File: config.mk
export PLATFORM = sky130hd
export DESIGN_NAME = avalon_mem_master_flat
export DESIGN_NICKNAME = d
export VERILOG_FILES = /design/src/rtl/mem_pkg.sv /design/src/rtl/avalon_mem_master_if.sv /design/src/rtl/mem_lane_align.sv /design/src/rtl/avalon_mem_master.sv /design/src/flat_wrapper.sv
export SDC_FILE = /design/constraint.sdc
export NUM_CORES = 1
export LEC_CHECK = 0
export CAP_MARGIN = 20
export CORE_MARGIN = 2
export CORE_UTILIZATION = 45
export DETAILED_ROUTE_END_ITERATION = 10
export PLACE_DENSITY = 0.81
export SLEW_MARGIN = 20
export SYNTH_ARGS = -nofsm -noshare
export SYNTH_HDL_FRONTEND = slang
export SYNTH_HIERARCHICAL = 1
export SYNTH_SLANG_ARGS = --single-unit
File: constraint.sdc
create_clock -name clk -period 3.4 [get_ports clk]
set_input_delay 0.85 -clock clk [delete_from_list [all_inputs] [get_ports clk]]
set_output_delay 0.85 -clock clk [all_outputs]
set_load 0.05 [all_outputs]
File: src/rtl/mem_pkg.sv
// mem_pkg: shared types and constants for the Avalon-MM load/store master.
package mem_pkg;
    typedef enum logic [1:0] {BYTE = 2'b00, HALF = 2'b01, WORD = 2'b10, ILLEGAL = 2'b11} mem_size_t;
    typedef enum logic [1:0] {IDLE, BUS, RESP} mem_state_t;
    localparam int MEM_TIMEOUT_W = 16;
endpackage

File: src/rtl/avalon_mem_master_if.sv
// avalon_mem_master_if: word-addressed Avalon-MM bus between the CPU master and the data RAM.
interface avalon_mem_master_if;
    logic [31:0] address;
    logic [3:0]  byteenable;
    logic        read;
    logic        write;
    logic [31:0] writedata;
    logic        waitrequest;
    logic [31:0] readdata;
    modport master (output address, byteenable, read, write, writedata, input waitrequest, readdata);
    modport slave  (input address, byteenable, read, write, writedata, output waitrequest, readdata);
endinterface

File: src/rtl/mem_lane_align.sv
// mem_lane_align: little-endian lane steering for stores, load extraction/extension, alignment check.
module mem_lane_align
    import mem_pkg::*;
(
    input  logic [1:0]  addr_lo,
    input  mem_size_t   size,
    input  logic        sgn,
    input  logic [31:0] wdata_in,
    input  logic [31:0] rdata_in,
    output logic [3:0]  byteenable,
    output logic [31:0] wdata_out,
    output logic [31:0] rdata_out,
    output logic        misaligned
);
    logic [31:0] sh;
    assign sh = rdata_in >> {addr_lo, 3'b000};
    assign byteenable = size == BYTE ? 4'b0001 << addr_lo : size == HALF ? (addr_lo[1] ? 4'b1100 : 4'b0011) : 4'b1111;
    assign wdata_out = size == BYTE ? {4{wdata_in[7:0]}} : size == HALF ? {2{wdata_in[15:0]}} : wdata_in;
    assign rdata_out = size == BYTE ? {{24{sgn & sh[7]}}, sh[7:0]} :
                       size == HALF ? {{16{sgn & sh[15]}}, sh[15:0]} : rdata_in;
    assign misaligned = size == ILLEGAL || (size == HALF && addr_lo[0]) || (size == WORD && addr_lo != 2'b00);
endmodule

File: src/rtl/avalon_mem_master.sv
// avalon_mem_master: turns one CPU load/store into a single Avalon-MM transfer with optional watchdog.
module avalon_mem_master
    import mem_pkg::*;
#(
    parameter int unsigned TIMEOUT_CYCLES = 0
) (
    input  logic        clk,
    input  logic        rst_n,
    input  logic        req_valid,
    output logic        req_ready,
    input  logic        req_write,
    input  logic [1:0]  req_size,
    input  logic        req_signed,
    input  logic [31:0] req_addr,
    input  logic [31:0] req_wdata,
    output logic        resp_valid,
    output logic [31:0] resp_rdata,
    output logic        resp_error,
    avalon_mem_master_if.master bus
);
    localparam logic [MEM_TIMEOUT_W-1:0] TO = TIMEOUT_CYCLES[MEM_TIMEOUT_W-1:0];

    mem_state_t state_q, state_d;
    mem_size_t  size_q, size_d;
    logic [1:0] lo_q, lo_d;
    logic       sgn_q, sgn_d, wr_q, wr_d, read_q, read_d, write_q, write_d, error_q, error_d;
    logic [31:0] address_q, address_d, wdata_q, wdata_d, rdata_q, rdata_d;
    logic [3:0] be_q, be_d;
    logic [MEM_TIMEOUT_W-1:0] cnt_q, cnt_d;
    logic       idle, misaligned;
    logic [3:0] be;
    logic [31:0] wdata, rdata_ext;

    assign idle = state_q == IDLE;

    // In IDLE the aligner sees the live request; afterwards it sees the captured fields for load extraction.
    mem_lane_align u_align (
        .addr_lo   (idle ? req_addr[1:0] : lo_q),
        .size      (idle ? mem_size_t'(req_size) : size_q),
        .sgn       (idle ? req_signed : sgn_q),
        .wdata_in  (req_wdata),
        .rdata_in  (bus.readdata),
        .byteenable(be),
        .wdata_out (wdata),
        .rdata_out (rdata_ext),
        .misaligned(misaligned)
    );

    always_comb begin
        state_d   = state_q;
        size_d    = size_q;
        lo_d      = lo_q;
        sgn_d     = sgn_q;
        wr_d      = wr_q;
        read_d    = read_q;
        write_d   = write_q;
        error_d   = error_q;
        address_d = address_q;
        wdata_d   = wdata_q;
        rdata_d   = rdata_q;
        be_d      = be_q;
        cnt_d     = cnt_q;
        case (state_q)
            IDLE: if (req_valid) begin
                lo_d    = req_addr[1:0];
                size_d  = mem_size_t'(req_size);
                sgn_d   = req_signed;
                wr_d    = req_write;
                rdata_d = '0;
                error_d = misaligned;
                cnt_d   = '0;
                if (misaligned) begin
                    state_d = RESP;
                end else begin
                    state_d   = BUS;
                    read_d    = !req_write;
                    write_d   = req_write;
                    address_d = {req_addr[31:2], 2'b00};
                    be_d      = be;
                    wdata_d   = wdata;
                end
            end
            BUS: if (!bus.waitrequest) begin
                read_d  = 1'b0;
                write_d = 1'b0;
                rdata_d = wr_q ? '0 : rdata_ext;
                state_d = RESP;
            end else if (TIMEOUT_CYCLES != 0) begin
                cnt_d = cnt_q + 1'b1;
                if (cnt_d == TO) begin
                    read_d  = 1'b0;
                    write_d = 1'b0;
                    error_d = 1'b1;
                    state_d = RESP;
                end
            end
            default: state_d = IDLE;
        endcase
    end

    always_ff @(posedge clk or negedge rst_n) begin
        if (!rst_n) begin
            state_q   <= IDLE;
            size_q    <= BYTE;
            lo_q      <= '0;
            sgn_q     <= 1'b0;
            wr_q      <= 1'b0;
            read_q    <= 1'b0;
            write_q   <= 1'b0;
            error_q   <= 1'b0;
            address_q <= '0;
            wdata_q   <= '0;
            rdata_q   <= '0;
            be_q      <= '0;
            cnt_q     <= '0;
        end else begin
            state_q   <= state_d;
            size_q    <= size_d;
            lo_q      <= lo_d;
            sgn_q     <= sgn_d;
            wr_q      <= wr_d;
            read_q    <= read_d;
            write_q   <= write_d;
            error_q   <= error_d;
            address_q <= address_d;
            wdata_q   <= wdata_d;
            rdata_q   <= rdata_d;
            be_q      <= be_d;
            cnt_q     <= cnt_d;
        end
    end

    assign req_ready      = idle;
    assign resp_valid     = state_q == RESP;
    assign resp_rdata     = rdata_q;
    assign resp_error     = error_q;
    assign bus.address    = address_q;
    assign bus.byteenable = be_q;
    assign bus.read       = read_q;
    assign bus.write      = write_q;
    assign bus.writedata  = wdata_q;
endmodule
File: src/flat_wrapper.sv
// flat-port wrapper written by rule: the top's interface ports become plain ports
module avalon_mem_master_flat import mem_pkg::*;
#(
    parameter int unsigned TIMEOUT_CYCLES = 0
)
  (clk, rst_n, req_valid, req_ready, req_write, req_size, req_signed, req_addr, req_wdata, resp_valid, resp_rdata, resp_error, bus_address, bus_byteenable, bus_read, bus_write, bus_writedata, bus_waitrequest, bus_readdata);
  avalon_mem_master_if bus_i ();
  input  logic clk;
  input  logic rst_n;
  input  logic req_valid;
  output logic req_ready;
  input  logic req_write;
  input  logic [1:0] req_size;
  input  logic req_signed;
  input  logic [31:0] req_addr;
  input  logic [31:0] req_wdata;
  output logic resp_valid;
  output logic [31:0] resp_rdata;
  output logic resp_error;
  output wire logic [$bits(bus_i.address)-1:0] bus_address;
  output wire logic [$bits(bus_i.byteenable)-1:0] bus_byteenable;
  output wire logic [$bits(bus_i.read)-1:0] bus_read;
  output wire logic [$bits(bus_i.write)-1:0] bus_write;
  output wire logic [$bits(bus_i.writedata)-1:0] bus_writedata;
  input wire logic [$bits(bus_i.waitrequest)-1:0] bus_waitrequest;
  input wire logic [$bits(bus_i.readdata)-1:0] bus_readdata;
  assign bus_address = bus_i.address;
  assign bus_byteenable = bus_i.byteenable;
  assign bus_read = bus_i.read;
  assign bus_write = bus_i.write;
  assign bus_writedata = bus_i.writedata;
  assign bus_i.waitrequest = bus_waitrequest;
  assign bus_i.readdata = bus_readdata;
  avalon_mem_master #(.TIMEOUT_CYCLES(TIMEOUT_CYCLES)) u_core (.clk(clk), .rst_n(rst_n), .req_valid(req_valid), .req_ready(req_ready), .req_write(req_write), .req_size(req_size), .req_signed(req_signed), .req_addr(req_addr), .req_wdata(req_wdata), .resp_valid(resp_valid), .resp_rdata(resp_rdata), .resp_error(resp_error), .bus(bus_i));
endmodule
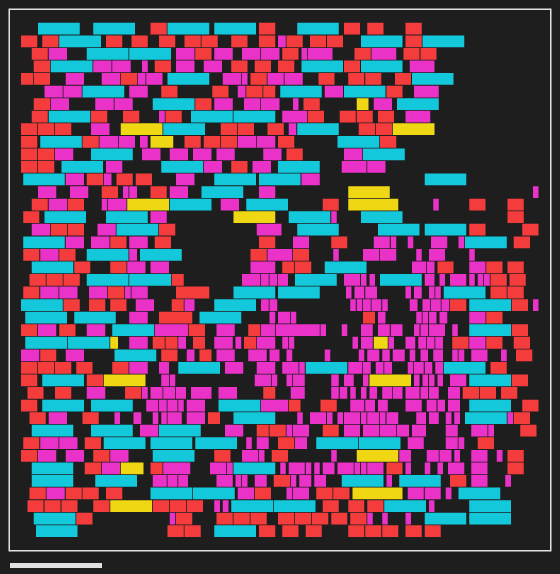
run_1/placement_by_type.png
Scale bar: 20 microns.
cyan -> flops  # cells 109, share of their area 34%
red -> other buffers and delay cells  # cells 224, share of their area 28%
yellow -> clock drivers and dummy loads  # cells 16, share of their area 4.2%
magenta -> combinational and other logic  # cells 360, share of their area 34%
final instance area: 0.00824 sq mm
post-layout util: 0.659
core area: 0.0125 sq mm
Site Rows: 41

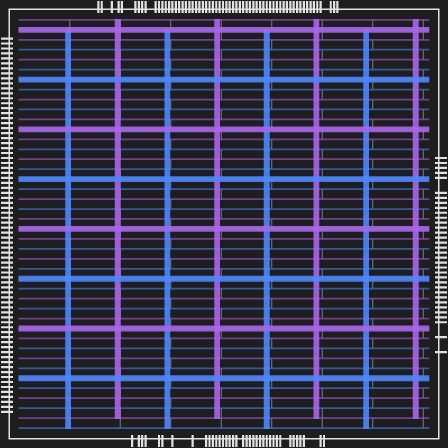
run_1/power_grid.png
Pins as bars on the die edge. Tap cells in grey.
purple -> VDD
blue -> VSS
met5 straps = 8
signal pins = 209

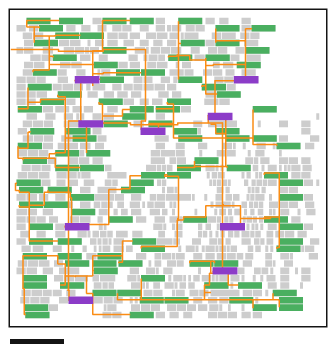
run_1/clk_routes.png
Scale bar: 20 microns.
purple -> clock drivers  # count 9
orange -> clock wires  # length 1,340 microns
green -> flip-flops  # count 109
flops lie = widely spread
routed clock nets = 10
Latency at later pin: 0.35 ns
Clock Power: 1.17 mW
Final Skew: 0.00673 ns
clock share of power: 0.127

-- run 1: logic make-up (layout without fill, tap and decap cells) --
family                    count (synthesis)  count (layout)  synth area share
and+or+nand+nor                          99              99            0.0842
muxes                                   141             141             0.273
xor gates and xnor gates                  1               1           0.00153
DFF                                     109             109             0.475
buffers and inverters                    83             280            0.0770
AOI/OAI and AO/OA                        77              77            0.0881
other                                     1               2          0.000653
-- run 1: metal layers --
layer,up-vias,GRT usage,routed length [microns]
li1,2122,-,-
met1,2233,0.279,6160
met2,184,0.404,8090
met3,27,0.0742,1220
met4,0,0.0839,320
met5,-,0,0
-- run 1: final timing paths --
| kind | depth (start not counted) | startpoint | endpoint | slack [ns] |
|---|---|---|---|---|
| setup / recovery | 2 | u_core/state_q[0] | req_ready | 0.59 |
| hold / removal | 1 | rst_n | u_core/bus.address[6] | 0.47 |
| setup reg to reg | 8 | u_core/state_q[0] | u_core/resp_rdata[8] | 0.82 |
| hold reg to reg | 1 | u_core/bus.writedata[7] | u_core/bus.writedata[7] | 0.49 |
| max in group asynchronous | 2 | rst_n | u_core/resp_rdata[16] | 2.17 |
| min in group clk | 1 | u_core/bus.writedata[7] | u_core/bus.writedata[7] | 0.49 |
-- run 1: worst max-delay path, delay by kind of cell (launching register included) --
kind / cells / cell delay [ns]
buffers and inverters: 1 / 0.87
AND/OR/NAND/NOR: 1 / 0.26
flip-flops: 1 / 0.48
-- run 1: final cells by class --
cell class                      instances  area (sq um)  area share
Clock buffer                           11           253      0.0307
Clock inverter                          5          81.3     0.00986
Inverter                               40           150      0.0182
Multi-Input combinational cell        320          2600       0.315
Sequential cell                       109          2730       0.331
Tap cell                              172           215      0.0261
Timing Repair Buffer                  224          2220       0.269
==> reports/results.ini, run 1 <==
[status]
status=finished, final reports clean

[power]
powerSeq_mw=2.22
p_comb_frac=0.631
p_switching_mw=4.35
power_mw=9.18
ir_worst_vdd_mv=0.833
switching_share=0.474
seqPwrFrac=0.241
pg_comb_mw=5.80
p_per_area_mw_per_mm2=1110

[logic_synthesis]
synthArstFlopShare=1.00
synthesis.area_per_instance_sq_um=11.2
edf_count=0
synth-main-ff-cell=dfrtp_1
yosys_area_sq_mm=0.00574
ys_cells=511
synth.ff_latch_count=109
top_area_cell=dfrtp_1
netlist_area_sq_mm=0.00574
yosys_warnings=6
yosysTopAreaCellShare=0.475
synth.distinct_cells=43
yosys.cell_count.top_type=dfrtp_1
top_cells_by_count=109 x dfrtp_1, 78 x mux2_2, 52 x nand2_1
ys_seq_frac=0.475

[route]
drtPass1Iterations=4
avgRoutedWirePerCell_microns=17.9
wl_microns=15800
via_per_inst=5.18
ant_nets=0
drc_errors=0

[sta]
fin_tns_setup_ns=0
setup_violations=0
finalWorstSetupSlack_ns=0.593
period_needed_ns=2.81
fmax_mhz=356
finalHoldViolCount=0
slew_violations=0
hold_slack_ns=0.475
rsz0062_at_grt=false
slew_headroom=0.517

[critical_path]
max_stage_delay_ns=0.87
cp_slowest_cell=clkdlybuf4s50_1
critPathMaxFanout=9
critical_path_arrival_ns=1.96

[clocking]
cts_resized=0
clkTransAtPathRegs_ns=0.07
root_buffer=clkbuf_16
cts_sinks=109
clock_path_buffers=2

[grt]
antenna_found_initial=0
grtUsageTotal=0.235
first_global_vias=4885

[placed_design]
dp_hpwl_microns=11800
gp_congestion=0.849
numPlacedInstances=865
portBuffers=206

[job]
warnings=26
maxCapViolations=0

[layout]
lay_top_count=clkdlybuf4s50_1
fillCellCount=1003
most-common-layout-cells=205 x clkdlybuf4s50_1, 109 x dfrtp_1, 78 x mux2_2
drive_gt1_frac=0.186
area_delta_synth_final_pct=43.6
antennaDiodeCount=0

[die]
die_width_microns=117
io-pin-count=209
dieHeight_microns=117

[worst_hold_path]
hp-class=in -> async

==> inputs of run 2 (changes only) <==
--- a/config.mk
+++ b/config.mk
@@ -7,9 +7,9 @@
 export LEC_CHECK = 0
 export CAP_MARGIN = 20
 export CORE_MARGIN = 2
-export CORE_UTILIZATION = 45
+export CORE_UTILIZATION = 41
 export DETAILED_ROUTE_END_ITERATION = 10
-export PLACE_DENSITY = 0.81
+export PLACE_DENSITY = 0.77
 export SLEW_MARGIN = 20
 export SYNTH_ARGS = -nofsm -noshare
 export SYNTH_HDL_FRONTEND = slang
==> constraint.sdc (replaced) <==
create_clock -name clk -period 2.47 [get_ports clk]
set_input_delay 0.6175 -clock clk [delete_from_list [all_inputs] [get_ports clk]]
set_output_delay 0.6175 -clock clk [all_outputs]
set_load 0.05 [all_outputs]
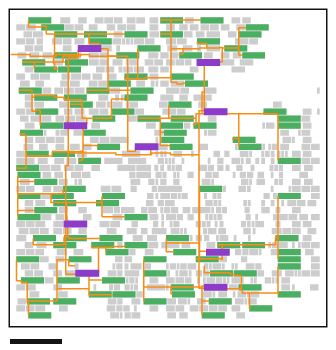
run_2/clk_routes.png
Scale bar: 20 microns.
orange -> clock wires  # length 1,390 microns
purple -> clock drivers  # count 9
green -> flip-flops  # count 109
flops lie = widely spread
routed clock nets = 10

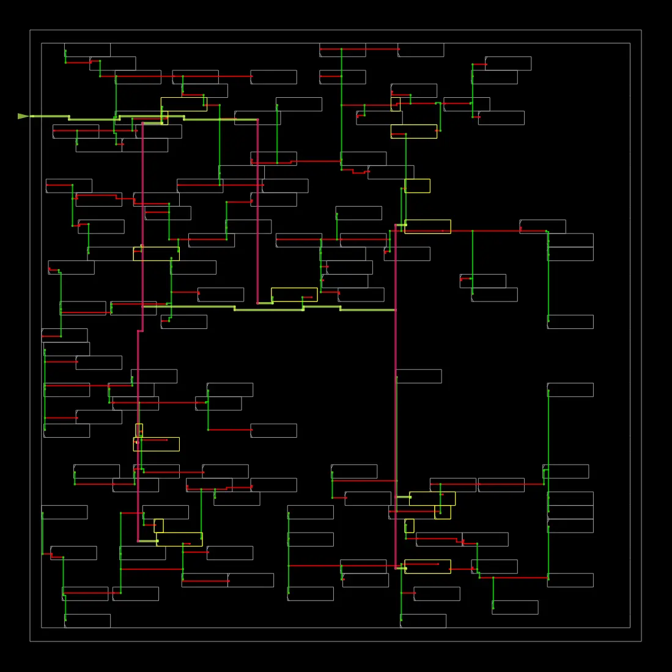
run_2/clocks.png
clk_buf instances: 12
Clock Power: 1.35 mW
clock sink total: 109
Final Skew: 0.00677 ns
Num CTS Buffers: 9

==> reports/results.ini, run 2 <==
[route]
avgRoutedWirePerCell_microns=17.6  ; -1.7%
dr.first_iter.drc_count=200
drc_errors=0  ; unchanged
vias=4562
wl_met1_microns=6680  ; +8.5%
drtPass1Iterations=5  ; +1
wl_microns=16000  ; +1.3%
ant_nets=0  ; unchanged
maxUsedRoutingLayer=met4
wl_met2_microns=7570  ; -6.4%
met3_length_microns=1380  ; +13%
via_per_inst=5.02  ; -3.1%

[sta]
slew_headroom=0.637  ; +0.119
hold_slack_ns=0.115  ; -0.360 ns
period_needed_ns=2.27
timing.final.crit_share=0.917
setup_violations=0  ; unchanged
slew_violations=0  ; unchanged
fmax_mhz=441
finalHoldViolCount=0  ; unchanged
worst_pin_slew_ns=0.543
rsz0062_at_grt=false

[layout]
sh_comb_area=0.312  ; -0.00319
logic_area_sq_mm=0.00263  ; +1.3%
largest_class=sequential cells
drive_gt1_frac=0.212  ; +0.0254
fillCellCount=1148  ; +14%
clkCellAreaFrac=0.0320  ; -0.00849
ff_latch_area_sq_mm=0.00273  ; unchanged
area_delta_synth_final_pct=47.0
flops=109  ; unchanged
nNetsFinal=827
signal_buffers=243  ; +8.5%
layout.nonclk_buf_frac=0.288  ; +0.0191
nNonClkInverters=40  ; unchanged
antennaDiodeCount=0  ; unchanged
most-common-layout-cells=203 x clkdlybuf4s50_1, 109 x dfrtp_1, 77 x mux2_2
lay_top_count=clkdlybuf4s50_1
comb_cells=320  ; unchanged

[clocking]
cts_tree=yes
cts_setup_buffers=0
clk_latency_ns=0.35  ; about the same
htree_levels=3
hold_buffers=0
root_buffer=clkbuf_16
clkTransAtPathRegs_ns=0.07  ; about the same
clock_path_buffers=2  ; unchanged

[placed_design]
portBuffers=206  ; unchanged
gp_congestion=0.890  ; +4.8%
dp_hpwl_microns=12000  ; +1.9%
dpl_cell_area_sq_mm=0.00816

[grt]
antenna_found_initial=0  ; unchanged
overflow=0
grtUsageTotal=0.216  ; -0.0196
grt_pass1_wl_microns=24800
grt_use_met2=0.354  ; -0.0497
grt_max_degree=60
first_global_vias=4819  ; -1.4%
grt.met1_usage=0.264  ; -0.0143
grt.busiest_layer=met2
met3_usage=0.0646  ; -0.00956

[logic_synthesis]
edf_count=0  ; unchanged
top_cells_by_count=109 x dfrtp_1, 78 x mux2_2, 52 x nand2_1
synth.ff_latch_count=109  ; unchanged
ys_seq_frac=0.475  ; unchanged
postSynthCellCount=511
synthesis.area_per_instance_sq_um=11.2  ; unchanged
area_leaders=dfrtp_1 48%, mux2_2 15%, mux2i_1 7.8%, nand2_1 3.4%, mux2_4 2.6%
ys_cells=511  ; unchanged
top_area_cell=dfrtp_1
yosys_area_sq_mm=0.00574  ; unchanged
yosysTopAreaCellShare=0.475  ; unchanged
netlist_area_sq_mm=0.00574  ; unchanged
yosys_warnings=6  ; unchanged
synth.distinct_cells=43  ; unchanged
synthArstFlopShare=1.00  ; unchanged
yosys.cell_count.top_type=dfrtp_1
synth-main-ff-cell=dfrtp_1

[critical_path]
crit_path_start=req_addr[1]
reg2reg_depth=8  ; unchanged
critical_path_arrival_ns=2.49  ; +0.53 ns
critPathCapture=u_core/resp_rdata[12]
cp_slowest_cell=clkdlybuf4s50_1
max_stage_delay_ns=0.46  ; -0.41 ns
path_common_cell=mux2_2
critPathMaxFanout=6  ; -3
worstSetupEndpointType=register
r2r-end=u_core/bus.writedata[19]
crit_required_ns=2.70
reg2reg_from=u_core/state_q[1]
cp_cell_sequence=clkdlybuf4s50_1 > mux2_2 > mux2_2 > and3_1 > a311oi_4 > a2bb2oi_1 > nand2_1 > mux2i_1
worstSetupPathType=in -> reg
cp-start-kind=input pin
r2r_slack_ns=0.22  ; -0.60 ns

[power]
power_mw=12.8  ; +39%
leakagePower_nw=3.61
ir_worst_vdd_mv=0.954  ; +15%
p_per_area_mw_per_mm2=1510  ; +36%

[die]
io-pin-count=209  ; unchanged
nWellTaps=180  ; +4.7%
dieHeight_microns=122  ; +4.6%
die_width_microns=122  ; +4.6%
fp-utilization=0.417
dieArea_sq_mm=0.0150

[job]
maxCapViolations=0  ; unchanged
warnings=27  ; +3.8%

[status]
status=finished, final reports clean

[worst_hold_path]
hp-class=in -> async

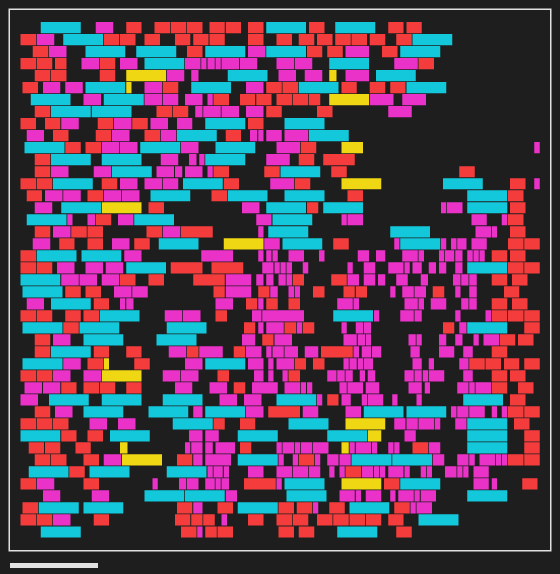
run_2/placement_by_type.png
Scale bar: 20 microns.
yellow -> clock drivers and dummy loads  # cells 16, share of their area 3.3%
cyan -> flops  # cells 109, share of their area 33%
magenta -> combinational and other logic  # cells 360, share of their area 34%
red -> other buffers and delay cells  # cells 243, share of their area 30%
core area: 0.0138 sq mm
Site Rows: 43
post-layout util: 0.613
final instance area: 0.00844 sq mm
Seq area share: 0.323

## run 2: cell counts after synthesis
No cell type changed its count.
## run 2: what timing repair did
item / in CTS / in global routing
endpoints found under the setup margin: 0 / 5
endpoints found under the hold margin: 0 / 0
gates resized: 0 / 1
## run 2: worst max-delay path: cells and delay by family
family,cells,cell delay [ns]
mux,3,0.66
simple gates,2,0.27
buf+inv,1,0.46
compound gates,2,0.48
## run 2: worst min path at each step
stage | start | end | slack, ns | depth (start not counted)
after floorplan | rst_n | u_core/bus.address[10] | 0.32 | 0
after global placement | u_core/bus.writedata[6] | u_core/bus.writedata[6] | 0.47 | 1
after detailed placement | u_core/bus.writedata[6] | u_core/bus.writedata[6] | 0.48 | 1
after CTS | rst_n | u_core/bus.writedata[17] | 0.10 | 1
after global routing | rst_n | u_core/bus.writedata[17] | 0.12 | 1
final | rst_n | u_core/bus.writedata[17] | 0.11 | 1
## run 2: through the flow
stage	TNS (ns)	worst slack, ns	cells
after floorplan	-10.75	-0.203	512
after global placement	-8.14	-0.168	892
after detailed placement	-9.46	-0.201	892
after CTS	0	0.0696	908
after global routing	0	0.0933	908
final	0	0.204	908
## run 2: report_power, final
part | switching [mW] | internal, mW
Sequential | 0.456 | 2.59
Combinational | 4.94 | 3.42
Clock | 0.643 | 0.710
## run 2: cells by family (layout without fill, tap and decap cells)
group,Yosys count,after routing,share of synthesized area
buffers and inverters,83,299,0.0770
xor gates and xnor gates,1,1,0.00153
and+or+nand+nor,99,99,0.0842
AOI/OAI and AO/OA,77,77,0.0881
DFF,109,109,0.475
muxes,141,141,0.273
other,1,2,0.000653
Power figures rest on the tool's default switching activity, not on a simulated workload.
